File: src/rtl/freq_pkg.sv
// Shared definitions for the frequency-encoded link: FSM states and default sizing
// used by the gate decoder and the loopback checker.
package freq_pkg;

  localparam int GATE_W = 24;
  localparam logic [GATE_W-1:0] GATE_CYCLES_DEF = 24'd1_000_000;
  localparam int DATA_W_DEF = 8;
  localparam int SYNC_STAGES_DEF = 2;

  typedef enum logic [1:0] {
    IDLE    = 2'd0,
    ARM     = 2'd1,
    MEASURE = 2'd2,
    REPORT  = 2'd3
  } state_e;

endpackage

File: src/rtl/freq_edge_sync.sv
// Synchronizes an asynchronous pulse stream into clk and emits a one-cycle strobe
// per rising edge; strobe lags the pin by SYNC_STAGES+1 cycles.
module freq_edge_sync #(
  parameter int SYNC_STAGES = 2
) (
  input  logic clk,
  input  logic rst_n,
  input  logic async_in,
  output logic rise
);

  logic [SYNC_STAGES-1:0] sync_q;
  logic                   prev_q;

  // NOTE: every flop in the chain uses <= so each stage samples the previous
  // stage's old value; blocking assignments would collapse the chain to one flop.
  always_ff @(posedge clk or negedge rst_n) begin
    if (!rst_n) begin
      sync_q <= '0;
      prev_q <= 1'b0;
      rise   <= 1'b0;
    end else begin
      sync_q <= {sync_q[SYNC_STAGES-2:0], async_in};
      prev_q <= sync_q[SYNC_STAGES-1];
      rise   <= sync_q[SYNC_STAGES-1] & ~prev_q;
    end
  end

endmodule

File: src/rtl/freq_gate_decoder.sv
// Counts synchronized rising edges of pulse_in over a fixed gate window aligned to
// an edge and reports one count word per window with a single-cycle valid strobe.
module freq_gate_decoder
  import freq_pkg::*;
#(
  parameter logic [GATE_W-1:0] GATE_CYCLES = GATE_CYCLES_DEF,
  parameter int                SYNC_STAGES = SYNC_STAGES_DEF,
  parameter int                DATA_W      = DATA_W_DEF
) (
  input  logic              clk,
  input  logic              rst_n,
  input  logic              ena,
  input  logic              pulse_in,
  output logic [DATA_W-1:0] data_out,
  output logic              data_valid,
  output logic              overflow,
  output logic              no_signal,
  output logic              busy
);

  localparam logic [GATE_W-1:0] GATE_LAST = GATE_CYCLES - GATE_W'(1);
  localparam logic [DATA_W-1:0] CNT_MAX   = '1;

  state_e              state_q;
  logic [GATE_W-1:0]   gate_cnt_q;
  logic [DATA_W-1:0]   edge_cnt_q;
  logic                ovf_flag_q;
  logic                rise;
  logic                gate_done;

  freq_edge_sync #(
    .SYNC_STAGES (SYNC_STAGES)
  ) u_edge_sync (
    .clk      (clk),
    .rst_n    (rst_n),
    .async_in (pulse_in),
    .rise     (rise)
  );

  assign gate_done = (gate_cnt_q == GATE_LAST);
  assign busy      = (state_q == ARM) || (state_q == MEASURE);

  always_ff @(posedge clk or negedge rst_n) begin
    if (!rst_n) begin
      state_q    <= IDLE;
      gate_cnt_q <= '0;
      edge_cnt_q <= '0;
      ovf_flag_q <= 1'b0;
      data_out   <= '0;
      data_valid <= 1'b0;
      overflow   <= 1'b0;
      no_signal  <= 1'b0;
    end else begin
      data_valid <= 1'b0;
      if (!ena) begin
        // Abort drops the partial window; the reported outputs keep their last values.
        state_q <= IDLE;
      end else begin
        unique case (state_q)
          IDLE: begin
            state_q    <= ARM;
            gate_cnt_q <= '0;
          end
          ARM: begin
            if (rise) begin
              state_q    <= MEASURE;
              gate_cnt_q <= '0;
              edge_cnt_q <= '0;
              ovf_flag_q <= 1'b0;
            end else if (gate_done) begin
              gate_cnt_q <= '0;
              data_out   <= '0;
              overflow   <= 1'b0;
              no_signal  <= 1'b1;
              data_valid <= 1'b1;
            end else begin
              gate_cnt_q <= gate_cnt_q + GATE_W'(1);
            end
          end
          MEASURE: begin
            if (rise) begin
              if (edge_cnt_q == CNT_MAX) ovf_flag_q <= 1'b1;
              else                       edge_cnt_q <= edge_cnt_q + DATA_W'(1);
            end
            if (gate_done) state_q    <= REPORT;
            else           gate_cnt_q <= gate_cnt_q + GATE_W'(1);
          end
          REPORT: begin
            data_out   <= edge_cnt_q;
            overflow   <= ovf_flag_q;
            no_signal  <= 1'b0;
            data_valid <= 1'b1;
            // The next window opens here, so an edge in this cycle is its first count.
            edge_cnt_q <= DATA_W'(rise);
            ovf_flag_q <= 1'b0;
            gate_cnt_q <= '0;
            state_q    <= MEASURE;
          end
          default: state_q <= IDLE;
        endcase
      end
    end
  end

endmodule

File: config.mk
export PLATFORM = sky130hd
export DESIGN_NAME = freq_gate_decoder
export DESIGN_NICKNAME = d
export VERILOG_FILES = /design/src/rtl/freq_pkg.sv /design/src/rtl/freq_edge_sync.sv /design/src/rtl/freq_gate_decoder.sv
export SDC_FILE = /design/constraint.sdc
export NUM_CORES = 1
export LEC_CHECK = 0
export ABC_AREA = 1
export CAP_MARGIN = 25
export CORE_ASPECT_RATIO = 0.5
export CORE_MARGIN = 2
export CORE_UTILIZATION = 55
export CTS_BUF_LIST = sky130_fd_sc_hd__clkbuf_4
export DETAILED_ROUTE_END_ITERATION = 10
export GPL_TIMING_DRIVEN = 0
export PLACE_DENSITY = 0.81
export SLEW_MARGIN = 30
export SYNTH_ARGS = -nofsm -noshare
export SYNTH_HDL_FRONTEND = slang
export SYNTH_SLANG_ARGS = --single-unit
File: constraint.sdc
create_clock -name clk -period 1.95 [get_ports clk]
set_input_delay 0.39 -clock clk [delete_from_list [all_inputs] [get_ports clk]]
set_output_delay 0.39 -clock clk [all_outputs]
set_load 0.02 [all_outputs]
==> run_1/metal_stack.png <==
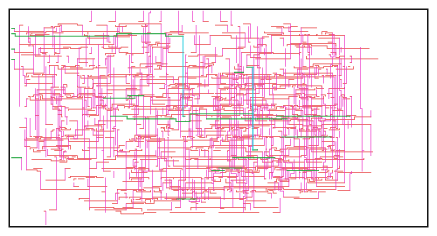
| color | layer | wire length |
|---|---|---|
| magenta | met2 | 2,680 um |
| red | met1 | 2,990 um |
| green | met3 | 197 um |
| cyan | met4 | 42.8 um |
WL final: 5.91 mm
vias post-DR: 2,600
Global Route Usage Sum: 21.9%
DR WL/cell: 11.8 um

==> run_1/clock_map.png <==
Bar = 20 um.
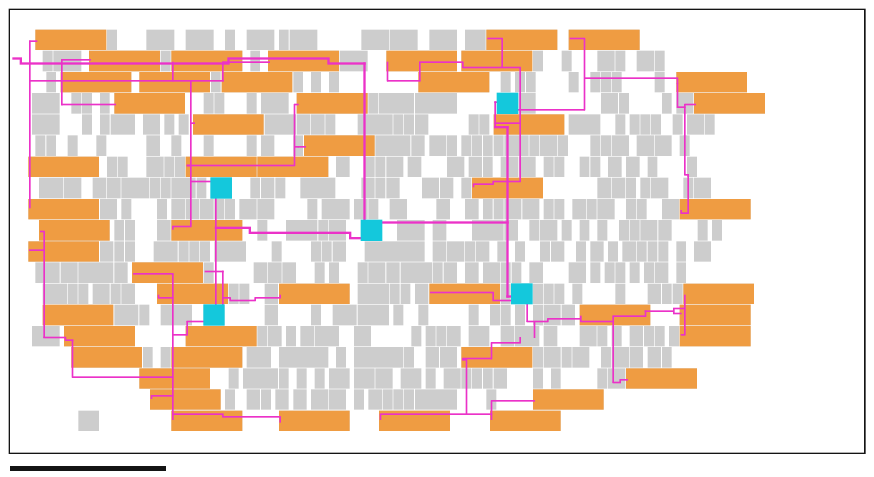
[orange] flip-flops | count: 50
[magenta] clock wires | length: 588 um
[cyan] cells driving clock nets | count: 5
routed clock nets: 6
flops lie: spread over the die

==> summary.txt, run 1 <==
run metrics: status completed, drt first-iter violations 90, Largest Register gate_cnt_q, critical path's top delay family flip-flops, final setup vio count 0, sequential fraction of total cell area 37.1%, critical path class reg2out, DRC Markers 0, Logic Gate Count 297, Sw Pwr 0.940 mW, Chip Width 110 um, Pre-Place Util 56.5%, Worst Hold Class in2async, CTS buffer count 5, Critical path destination busy, Comb area 0.00156 mm2, RR Endpoint edge_cnt_q[3], WP buf/inv 2, clock share of power 19.6%, critical path's slowest cell dfrtp_1, CTS tree built, worst slew pin tran 0.616 ns, Area after DPL 0.00330 mm2, Critical path origin state_q[0], Commonest Layout Cell nand2_1, postcts setup bufs 0, EDFF count, synth 0, reg2reg path depth 8, Slew Limit Headroom 59.0%, M1 WL 2.99 mm, Port Buffer Count 14, Nets 439, XOR Share, Synth 1.14%, Flops after synth 50, clock sinks 50, slack of the critical path 0.111 ns, Fillers 486, met2 GRT Util 34.0%, htree depth 2, clock-pin transition on the worst setup and hold timing paths 0.15 ns, Placed Cells 495, Tap Count 73, top sig layer met4, Longest Clk Path Bufs 2, CP required 1.56 ns, DP Worst Slack 0.0759 ns, Crit Reg-Reg Startpoint state_q[0], Clock Skew 0.00868 ns, Top power group sequential cells, Worst path max stage delay 0.43 ns, MaxCap Viol Count 0, Seq/Total Area, Yosys 40.7%, top-count cell post-synth nand2_1, crit path DAT 1.45 ns, average size of a mapped cell 7.54 um2, cell area after layout 0.00337 mm2, FMAX 544 MHz, Initial DRT Pass Iterations 4, synthesized cell area 0.00308 mm2, AND-OR/OR-AND Cells, Area Fraction 6.31%, via density per instance 5.17, Simple Share, Synth 40.7%, bufs w/o clock 25, Detailed Place HPWL 4.45 mm, Top-area cell share 40.7%, # clk buffers 5, Signal buf overhead 6.39%, Layout clock area frac 1.75%, area leader, netlist dfrtp_1, most frequent cells in the layout nand2_1, dfrtp_1, inv_1, Vert. Die Dim 56.9 um, Logic pwr share 32.3%, Seq group 1.18 mW, io pins 16, P_comb 0.791 mW, Tot Pwr 2.45 mW, post-synthesis adder-cell area fraction 2.44%, asr flop ratio synth 100%, Final Critical Period 1.84 ns, PD cells 728 mW/mm2, GRT met1 Usage 31.5%, Worst Hold Slack 0.0157 ns, clk root buf clkbuf_4, largest net degree at the start of global routing 51, Leakage 1.57 nW, met3 GRT Util 4.53%, synthesized netlist cell count 408, most heavily used metal layer in global routing met2, register area 0.00125 mm2, n_diodes 0, global-route wire length before repair 10.8 mm, Main synth FF type dfrtp_1, Synth-to-Final Area Change 9.52%, Flop pwr share 48.1%, CP Launch Type flip-flop, # Cells Yosys 408, vias in the first global route 2,421, GP Congestion 0.868, largest class multi-input combinational cells, reg2reg setup slack 0.15 ns, met2 routed WL 2.68 mm, syn_nets 418, Peak VDD IR 483 uV, Final period util 94.3%, top post-synthesis cells by count nand2_1, dfrtp_1, inv_1, nor2_1, nand3_1
==> run_1/cell_classes.png <==
Fill, decap, tap and diode cells in gray.
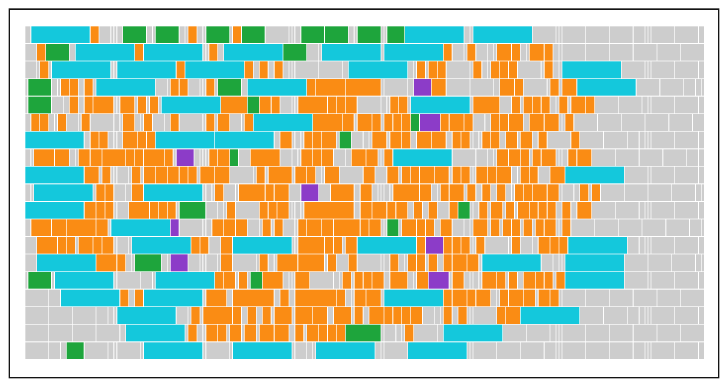
| color | class | cells | share of their area |
|---|---|---|---|
| purple | clock drivers and dummy loads | 8 | 1.8% |
| green | other buffers and delay cells | 25 | 6.6% |
| orange | all other logic | 347 | 53% |
| cyan | flops | 50 | 38% |
Row Count: 19
core area: 0.00544 mm2
final core occ: 61.9%

## Run 2: what changed since run 1
--- a/config.mk
+++ b/config.mk
@@ -14,6 +14,7 @@
 export DETAILED_ROUTE_END_ITERATION = 10
 export GPL_TIMING_DRIVEN = 0
 export PLACE_DENSITY = 0.81
+export REMOVE_ABC_BUFFERS = 1
 export SLEW_MARGIN = 30
 export SYNTH_ARGS = -nofsm -noshare
 export SYNTH_HDL_FRONTEND = slang
==> summary.txt, run 2 <==
run metrics: Area after DPL 0.00324 mm2 (-2.0%), Commonest Layout Cell nand2_1, met2 GRT Util 36.5% (+2.5 points), Nets 447 (+1.8%), Chip Width 110 um (unchanged), Slew Limit Headroom 57.4% (-1.5 points), synthesized cell area 0.00308 mm2 (unchanged), critical path's slowest cell dfrtp_1, Largest Register gate_cnt_q, global-route wire length before repair 11.0 mm (+1.7%), FMAX 518 MHz (-4.7%), CTS tree built, n_diodes 0 (unchanged), Vert. Die Dim 56.9 um (unchanged), register area 0.00125 mm2 (+0.20%), Final period util 98.9% (+4.6 points), core area 0.00544 mm2 (unchanged), Simple Share, Synth 40.7% (unchanged), Tot Pwr 2.66 mW (+8.4%), cell area after layout 0.00349 mm2 (+3.6%), Final Critical Period 1.93 ns (+0.0901 ns), status complete, but fails checks, crit path DAT 2.23 ns (+0.78 ns), Top power group sequential cells, violated checks hold timing, Critical path destination edge_cnt_q[1], Worst Hold Slack -0.00113 ns (-0.0168 ns), Layout clock area frac 1.65% (-0.097 points), critical path depth 8, DP Worst Slack -0.701 ns (-0.777 ns), Detailed Place HPWL 4.37 mm (-1.8%), Row Count 19 (unchanged), synthesized netlist cell count 408 (unchanged), most frequent cells in the layout nand2_1, dfrtp_1, inv_1, clock-pin transition on the worst setup and hold timing paths 0.16 ns (about the same), die footprint 0.00624 mm2, clk root buf clkbuf_4, CTS buffer count 5 (unchanged), P_comb 0.953 mW (+20%), PD cells 762 mW/mm2 (+4.7%), Tap Count 73 (unchanged), EDFF count, synth 0 (unchanged), critical path class reg2reg, postcts setup bufs 8 (+8), Main synth FF type dfrtp_1, Seq group 1.21 mW (about the same), MaxCap Viol Count 0 (unchanged), Flops after synth 50 (unchanged), most heavily used metal layer in global routing met2, drt first-iter violations 198 (+120%), Signal buf overhead 7.96% (+1.6 points), Layout Cells excl Fill 511, top-count cell post-synth nand2_1, Longest Clk Path Bufs 2 (unchanged), vias post-DR 2,718 (+4.5%), Fillers 466 (-4.1%), Placed Cells 485 (-2.0%), via density per instance 5.32 (+2.9%), Worst Hold Class in2async, slack of the critical path 0.0209 ns (-0.0901 ns), M1 WL 3.06 mm (+2.2%), Port Buffer Count 15 (+1), logic share of the area 46.4%, met2 routed WL 3.19 mm (+19%), CP Launch Type flip-flop, average size of a mapped cell 7.54 um2 (unchanged), DRC Markers 0 (unchanged), Peak VDD IR 405 uV (-16%), critical path's top delay family flip-flops, Top-area cell share 40.7% (unchanged), clock sinks 50 (unchanged), Logic pwr share 35.9% (+3.6 points), final setup vio count 0 (unchanged), top sig layer met4, bufs w/o clock 32 (+28%), # Cells Yosys 408 (unchanged), # clk buffers 5 (unchanged), top post-synthesis cells by count nand2_1, dfrtp_1, inv_1, nor2_1, nand3_1, Flop pwr share 45.5% (-2.6 points), final hold vios 3, DR WL/cell 13.0 um (+11%), clk_lat worst skew 0.39 ns, asr flop ratio synth 100% (unchanged), area leader, netlist dfrtp_1, Sw Pwr 1.03 mW (+10%), Critical path origin state_q[0], htree depth 2 (unchanged), met3 GRT Util 3.95% (-0.58 points), final core occ 64.1% (+2.2 points), AND-OR/OR-AND Cells, Area Fraction 6.31% (unchanged), WP buf/inv 2 (unchanged), sequential fraction of total cell area 35.9% (-1.2 points), Worst path max stage delay 0.47 ns (+0.04 ns), Global Route Usage Sum 22.3% (+0.45 points)
==> run_2/clock_map.png <==
Bar = 20 um.
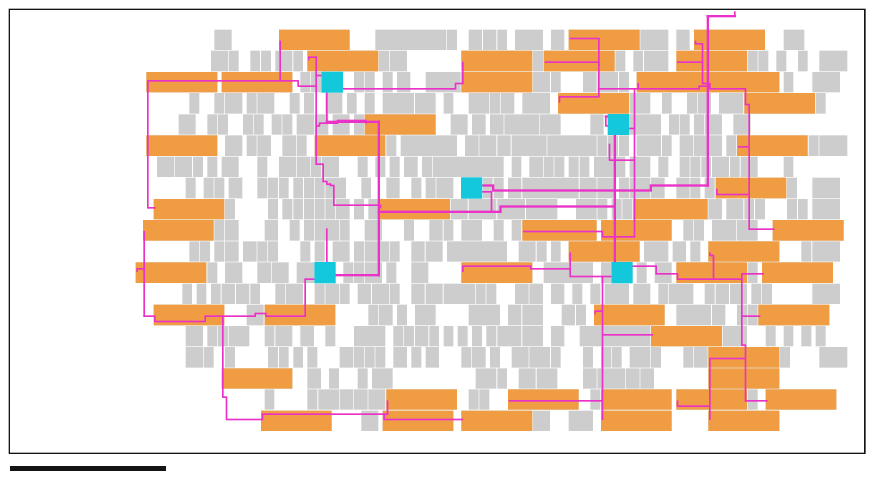
[magenta] clock wires | length: 604 um
[cyan] cells driving clock nets | count: 5
[orange] flip-flops | count: 50
flops lie: spread over the die
Clk. pwr: 0.495 mW
Clock Skew: 0.0115 ns
clock share of power: 18.6%

==> run_2/pins.png <==
Pins as bars across the die edge, other pins in gray.
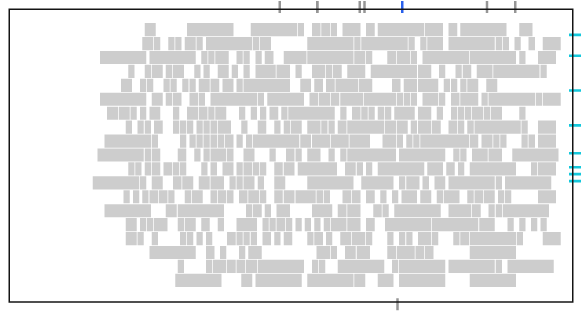
| color | port | pins | direction | edge |
|---|---|---|---|---|
| blue | overflow | 1 | output | north |
| cyan | data_out | 8 | output | east |
all pins by edge: 8 east, 7 north, 1 south

Power is estimated from default activity; no workload was simulated.
